run_1/congestion_map.png
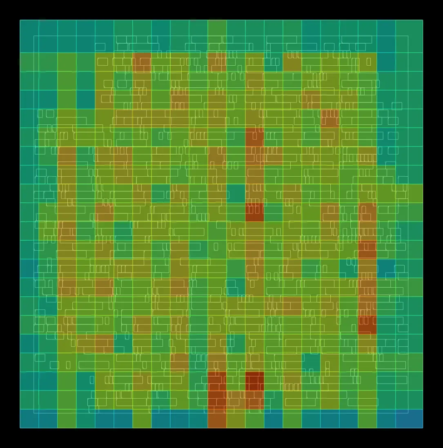
run_1/layers.png
Two of the layers only.
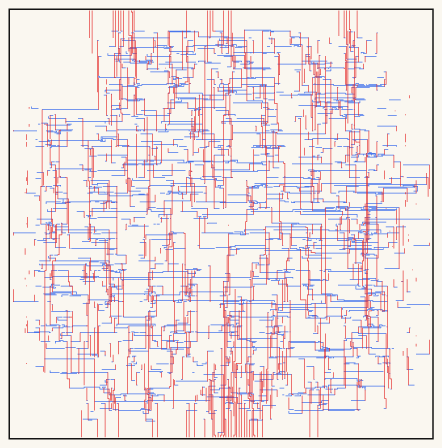
run_1/floorplan.png
Bar = 50 um. Pins as bars on the die edge. Tap cells in gray.
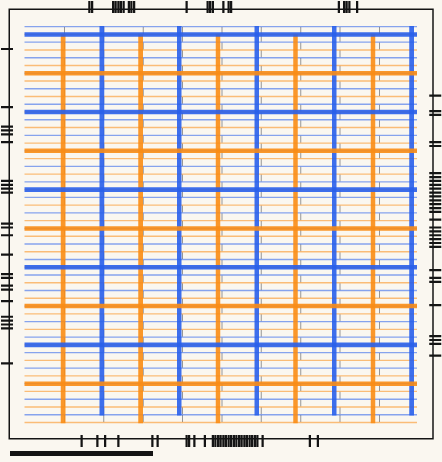
--- src/rtl/adder_pkg.sv ---
// Shared types and helpers for the pipelined adder/subtractor.
// The clamp helper is only referenced when ADDER_SAT_EN is defined.
package adder_pkg;

  localparam int SAT_MAX_WIDTH = 64;

  typedef enum logic {
    OP_ADD = 1'b0,
    OP_SUB = 1'b1
  } op_e;

  typedef struct packed {
    logic cout;
    logic ovf;
    logic zero;
    logic neg;
  } alu_flags_t;

  // Signed limit for a given result width: min when neg_side is set, otherwise max.
  function automatic logic [SAT_MAX_WIDTH-1:0] sat_clamp(input int unsigned width,
                                                         input logic neg_side);
    logic [SAT_MAX_WIDTH-1:0] w_min;
    w_min = SAT_MAX_WIDTH'(1) << (width - 1);
    return neg_side ? w_min : (w_min - SAT_MAX_WIDTH'(1));
  endfunction

endpackage

--- src/rtl/adder_slice.sv ---
// Combinational W-bit ripple-carry adder used as one pipeline slice.
module adder_slice #(
  parameter int W = 8
) (
  input  logic [W-1:0] i_a,
  input  logic [W-1:0] i_b,
  input  logic         i_ci,
  output logic [W-1:0] o_s,
  output logic         o_co
);

  logic [W:0] w_c;

  assign w_c[0] = i_ci;

  for (genvar i = 0; i < W; i++) begin : g_bit
    assign o_s[i]   = i_a[i] ^ i_b[i] ^ w_c[i];
    assign w_c[i+1] = (i_a[i] & i_b[i]) | (w_c[i] & (i_a[i] ^ i_b[i]));
  end

  assign o_co = w_c[W];

endmodule

--- src/rtl/pipelined_add_sub.sv ---
// Pipelined two's-complement add/sub with the carry chain split across STAGES slices.
// Optional saturation (extra 'sat' input) is enabled by defining ADDER_SAT_EN.
module pipelined_add_sub
  import adder_pkg::*;
#(
  parameter int WIDTH  = 32,
  parameter int STAGES = 4
) (
  input  logic             clk,
  input  logic             rst,
  input  logic             in_valid,
  output logic             in_ready,
  input  logic             op,
  input  logic             cin,
`ifdef ADDER_SAT_EN
  input  logic             sat,
`endif
  input  logic [WIDTH-1:0] in_a,
  input  logic [WIDTH-1:0] in_b,
  output logic             out_valid,
  input  logic             out_ready,
  output logic [WIDTH-1:0] sum,
  output logic             cout,
  output logic             ovf,
  output logic             zero,
  output logic             neg
);

  localparam int SLICE = WIDTH / STAGES;
  localparam int MSB   = WIDTH - 1;
  localparam int LAST  = STAGES - 1;
  localparam logic [WIDTH-1:0] SLICE_MASK = WIDTH'({SLICE{1'b1}});

  op_e w_op;
  logic w_advance;

  // Per-stage combinational view: operands/carry/partial sum entering stage k.
  logic [WIDTH-1:0] w_a     [STAGES];
  logic [WIDTH-1:0] w_b     [STAGES];
  logic [WIDTH-1:0] w_s_in  [STAGES];
  logic [WIDTH-1:0] w_s_out [STAGES];
  logic             w_c_in  [STAGES];
  logic             w_vld_in[STAGES];
  logic [SLICE-1:0] w_slice_s [STAGES];
  logic             w_slice_co[STAGES];

  logic [WIDTH-1:0] r_a  [STAGES];
  logic [WIDTH-1:0] r_b  [STAGES];
  logic [WIDTH-1:0] r_sum[STAGES];
  logic             r_c  [STAGES];
  logic             r_vld[STAGES];
  alu_flags_t       r_flags;

`ifdef ADDER_SAT_EN
  logic w_sat_in[STAGES];
  logic r_sat   [STAGES];
`endif

  assign w_op      = op_e'(op);
  assign w_advance = !r_vld[LAST] || out_ready;

  for (genvar k = 0; k < STAGES; k++) begin : g_stage
    if (k == 0) begin : g_head
      // Subtraction is a + ~b + !cin, so b and the carry are inverted up front.
      assign w_a[k]      = in_a;
      assign w_b[k]      = (w_op == OP_SUB) ? ~in_b : in_b;
      assign w_c_in[k]   = (w_op == OP_SUB) ? ~cin : cin;
      assign w_s_in[k]   = '0;
      assign w_vld_in[k] = in_valid;
`ifdef ADDER_SAT_EN
      assign w_sat_in[k] = sat;
`endif
    end else begin : g_body
      assign w_a[k]      = r_a[k-1];
      assign w_b[k]      = r_b[k-1];
      assign w_c_in[k]   = r_c[k-1];
      assign w_s_in[k]   = r_sum[k-1];
      assign w_vld_in[k] = r_vld[k-1];
`ifdef ADDER_SAT_EN
      assign w_sat_in[k] = r_sat[k-1];
`endif
    end

    adder_slice #(.W(SLICE)) u_slice (
      .i_a  (w_a[k][k*SLICE +: SLICE]),
      .i_b  (w_b[k][k*SLICE +: SLICE]),
      .i_ci (w_c_in[k]),
      .o_s  (w_slice_s[k]),
      .o_co (w_slice_co[k])
    );

    assign w_s_out[k] = (w_s_in[k] & ~(SLICE_MASK << (k * SLICE)))
                      | (WIDTH'(w_slice_s[k]) << (k * SLICE));
  end

  logic [WIDTH-1:0] w_raw_sum;
  logic [WIDTH-1:0] w_final_sum;
  logic             w_ovf;
  alu_flags_t       w_flags;

  assign w_raw_sum = w_s_out[LAST];
  assign w_ovf     = (w_a[LAST][MSB] == w_b[LAST][MSB]) && (w_raw_sum[MSB] != w_a[LAST][MSB]);

`ifdef ADDER_SAT_EN
  assign w_final_sum = (w_sat_in[LAST] && w_ovf) ? WIDTH'(sat_clamp(WIDTH, w_a[LAST][MSB]))
                                                 : w_raw_sum;
`else
  assign w_final_sum = w_raw_sum;
`endif

  assign w_flags = '{cout: w_slice_co[LAST],
                     ovf:  w_ovf,
                     zero: (w_final_sum == '0),
                     neg:  w_final_sum[MSB]};

  // The whole pipeline moves as one; a stall freezes every stage including the output.
  always_ff @(posedge clk) begin
    if (rst) begin
      for (int k = 0; k < STAGES; k++) begin
        r_vld[k] <= 1'b0;
        r_a[k]   <= '0;
        r_b[k]   <= '0;
        r_c[k]   <= 1'b0;
        r_sum[k] <= '0;
`ifdef ADDER_SAT_EN
        r_sat[k] <= 1'b0;
`endif
      end
      r_flags <= '0;
    end else if (w_advance) begin
      for (int k = 0; k < STAGES; k++) begin
        r_vld[k] <= w_vld_in[k];
        r_a[k]   <= w_a[k];
        r_b[k]   <= w_b[k];
        r_c[k]   <= w_slice_co[k];
        r_sum[k] <= (k == LAST) ? w_final_sum : w_s_out[k];
`ifdef ADDER_SAT_EN
        r_sat[k] <= w_sat_in[k];
`endif
      end
      r_flags <= w_flags;
    end
  end

  assign in_ready  = w_advance;
  assign out_valid = r_vld[LAST];
  assign sum       = r_sum[LAST];
  assign cout      = r_flags.cout;
  assign ovf       = r_flags.ovf;
  assign zero      = r_flags.zero;
  assign neg       = r_flags.neg;

endmodule

--- config.mk ---
export PLATFORM = sky130hd
export DESIGN_NAME = pipelined_add_sub
export DESIGN_NICKNAME = d
export VERILOG_FILES = /design/src/rtl/adder_pkg.sv /design/src/rtl/adder_slice.sv /design/src/rtl/pipelined_add_sub.sv
export SDC_FILE = /design/constraint.sdc
export NUM_CORES = 1
export LEC_CHECK = 0
export ABC_AREA = 1
export CORE_AREA = 5 5 143 145
export CTS_BUF_LIST = sky130_fd_sc_hd__clkbuf_4 sky130_fd_sc_hd__clkbuf_8
export DETAILED_ROUTE_END_ITERATION = 16
export DIE_AREA = 0 0 148 150
export PLACE_DENSITY_LB_ADDON = 0.1
export RECOVER_POWER = 25
export SETUP_SLACK_MARGIN = 0.4
export SYNTH_ARGS = -nofsm -noshare
export SYNTH_HDL_FRONTEND = slang
export SYNTH_HIERARCHICAL = 1
export SYNTH_SLANG_ARGS = --single-unit
--- constraint.sdc ---
create_clock -name clk -period 11.2 [get_ports clk]
set_input_delay 2.24 -clock clk [delete_from_list [all_inputs] [get_ports clk]]
set_output_delay 2.24 -clock clk [all_outputs]
set_load 0.1 [all_outputs]
==> summary.txt, run 1 <==
DRT iter0 DRCs - 254
P_clk - 485 uW
Critical path origin - out_ready
Comb pwr share - 14.7%
Max reg flops - 80
Failing checks - max-capacitance violations, max-slew violations
Non-clock buffers, area share - 10.9%
CP top delay family - simple AND/OR/NAND/NOR gates
Worst setup EP type - flop
Vias per std cell - 4.15
Count of hold-fix buffers inserted at cts - 0
DR WL met3 - 607 um
Leading cell kind - flip-flops and latches
Post-CTS Setup Bufs - 0
Outcome - finished, violations left
HP Start - zero
Top_reg_cell synth - edfxtp_1
Max-slew violation count - 186
Critical Path Stages - 5
Placeable Area - 19,100 um2
H-tree levels - 4
Maxcap violations - 1
Sw Pwr - 385 uW
CTS max path bufs - 2
Post-Syn Nets - 807
Residual DRC - 0
Worst path arrival time - 7310 ps
Critical R2R Capture - r_sum[3][21]
Final design utilization - 52.2%
Setup crit start kind - primary input
-- congestion_map.png (at the start) --
busiest grt layer: met2
GRT met1 Usage: 15.5%
all-layer global routing usage: 11.8%
met2 Use GR: 18.9%

-- layers.png (at the start) --
- red: M2 (wire length 5,960 um)
- blue: M1 (wire length 5,590 um)
routed vias: 4,400
Routed WL: 12,300 um
Avg WL per Cell: 11.6 um

-- floorplan.png (at the start) --
- orange: VSS
- blue: VDD
- rows: 51
- signal pins: 108
- met1 rails: 52
- tap cells: 238
- met4 straps: 10

run 1: per-stage QoR:
stage	total power [uW]	hold slack (ps)	cell area (um2)	setup WS (ps)	cells
after global routing	1640	490	9950	3080	1060
final	1560	466	9950	3850	1060
after global placement	1090	447	9540	4810	1028
after detailed placement	1100	455	9540	4740	1028
after floorplan	1030	519	8390	4420	705
after CTS	1580	469	9980	4970	1060
run 1: cell usage in the layout, fill, tap and decap left out, drive strengths merged:
cell type,instances
edfxtp,183
bufinv,4
dfxtp,4
clkdlybuf4s50,105
o21ai,2
or2,1
clkinvlp,2
xnor2,24
a22o,1
nand3,3
nand2,14
fa,32
clkinv,3
inv,202
dlygate4sd3,1
nand4,1
buf,3
xor2,9
clkbuf,24
nor2,204
==> run 1 -> run 2 <==
==> constraint.sdc (replaced) <==
create_clock -name clk -period 5.9 [get_ports clk]
set_input_delay 1.18 -clock clk [delete_from_list [all_inputs] [get_ports clk]]
set_output_delay 1.18 -clock clk [all_outputs]
set_load 0.1 [all_outputs]
==> run 2 against run 1 <==
The flow still finishes with violations (max-capacitance violations, max-slew violations). Largest power group unchanged. Clock power is 85% higher. First-iteration DRC count is 5.9% lower. Worst hold slack better by 1.3 ps. Sequential cell count stayed put. Synthesized cell count stayed put.
==> summary.txt, run 2 <==
Outcome - finished, violations left (unchanged)
Failing checks - max-capacitance violations, max-slew violations (unchanged)
Maxcap violations - 2 (was 1)
Post-CTS Setup Bufs - 0 (unchanged)
Final design utilization - 52.2% (about the same)
Worst setup EP type - flop (unchanged)
Yosys stat area - 8390 um2 (unchanged)
Synth Area per Inst - 11.9 um2 (unchanged)
Setup crit start kind - primary input (unchanged)
Adder Share, Synth - 7.63% (unchanged)
Site Rows - 51 (unchanged)
Leading cell kind - flip-flops and latches (unchanged)
First-pass detailed-route iteration total - 4 (unchanged)
Post-Place Cells - 1,030 (was 1,028)
Final Worst Setup Slack - 1070 ps (was 3850 ps)
Residual DRC - 0 (unchanged)
DP Worst Slack - 695 ps (was 4740 ps)
CTS max path bufs - 2 (unchanged)
Final instance area - 9960 um2 (was 9950 um2)
Combinational share of cell area - 18.0% (about the same)
RSZ-0062 raised after global routing - false (unchanged)
Final std cells w/o fill - 1,062 (was 1,060)
Non-clock buffers, area share - 11.0% (was 10.9%)
Comb pwr share - 14.7% (about the same)
Count of hold-fix buffers inserted at cts - 0 (unchanged)
P_comb - 433 uW (was 230 uW)
Yosys cell count - 705 (unchanged)
Final TNS setup - 0 ps (unchanged)
Top_reg_cell synth - edfxtp_1 (unchanged)
Placeable Area - 19,100 um2 (unchanged)
Cells after synthesis - 705 (unchanged)
P_clk - 897 uW (was 485 uW)
Hold slack - 468 ps (was 466 ps)
Worst path arrival time - 5040 ps (was 7310 ps)
H-tree levels - 4 (unchanged)
Sw Pwr - 736 uW (was 385 uW)
Biggest area cells - edfxtp_1, nor2_1, inv_1 (unchanged)
Max-slew violation count - 296 (was 186)
Tot Pwr - 2940 uW (was 1560 uW)
Top Layout Cells - nor2_1, inv_1, edfxtp_1 (unchanged)
DRT iter0 DRCs - 239 (was 254)
Vias per std cell - 4.19 (was 4.15)
Remaining antenna violation count - 0 (unchanged)
Initial antenna violation count - 0 (unchanged)
CP top delay family - adder cells (was simple AND/OR/NAND/NOR gates)
Most frequent logic cell in the layout - nor2_1 (unchanged)
Placement Cell Area - 9570 um2 (was 9540 um2)
## run 2: layer usage
layer  part of all wire [%]  routed length (um)  vias to the layer above  GRT usage (%)
met4                    1.2                 155                        0           4.57
li1                       -                   -                     2307              -
met5                      0                   0                        -              0
met3                    4.0                 501                       10           3.30
met2                     50                6280                       72           19.8
met1                     44                5540                     2064           15.6
## run 2: path summary, 6_finish.rpt
| path | depth (start not counted) | end | startpoint | slack, ps |
|---|---|---|---|---|
| max reg2reg | 17 | ovf | r_a[0][88] | 1580 |
| min | 2 | ovf | ovf | 470 |
| max | 16 | r_sum[0][7] | in_b[0] | 1070 |
| min reg2reg | 2 | ovf | ovf | 470 |
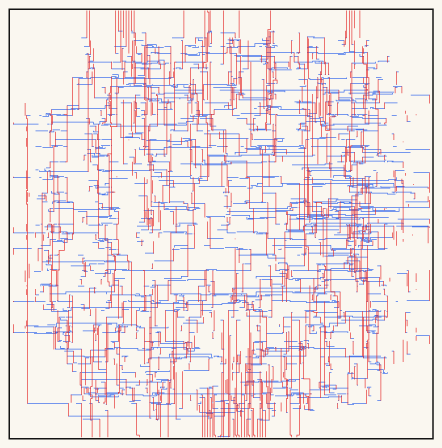
run_2/layers.png
Two of the layers only.
all-layer global routing usage: 12.1%
Avg WL per Cell: 11.8 um
routed vias: 4,453
Routed WL: 12,500 um

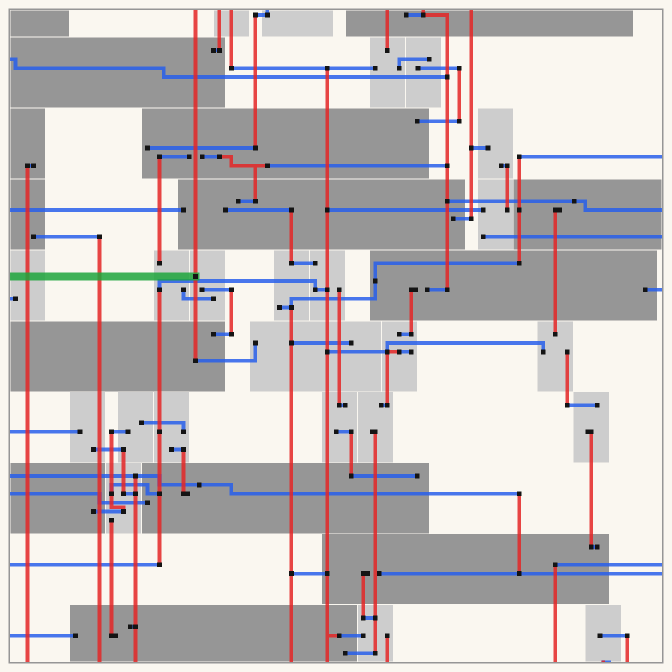
run_2/closeup.png
Window x 98 to 123, y 25 to 50 um. Cells in gray, sequential cells in the stronger gray; small squares are vias.
- blue: M1
- red: M2
- green: M3
- netlist names of flops here include: r_sum (9)
- cells with their middle in the window: 29
- most frequent: inv_1 (9), nor2_1 (9), edfxtp_1 (9)
- sequential cells in the window: 9

Power figures rest on the tool's default switching activity, not on a simulated workload.
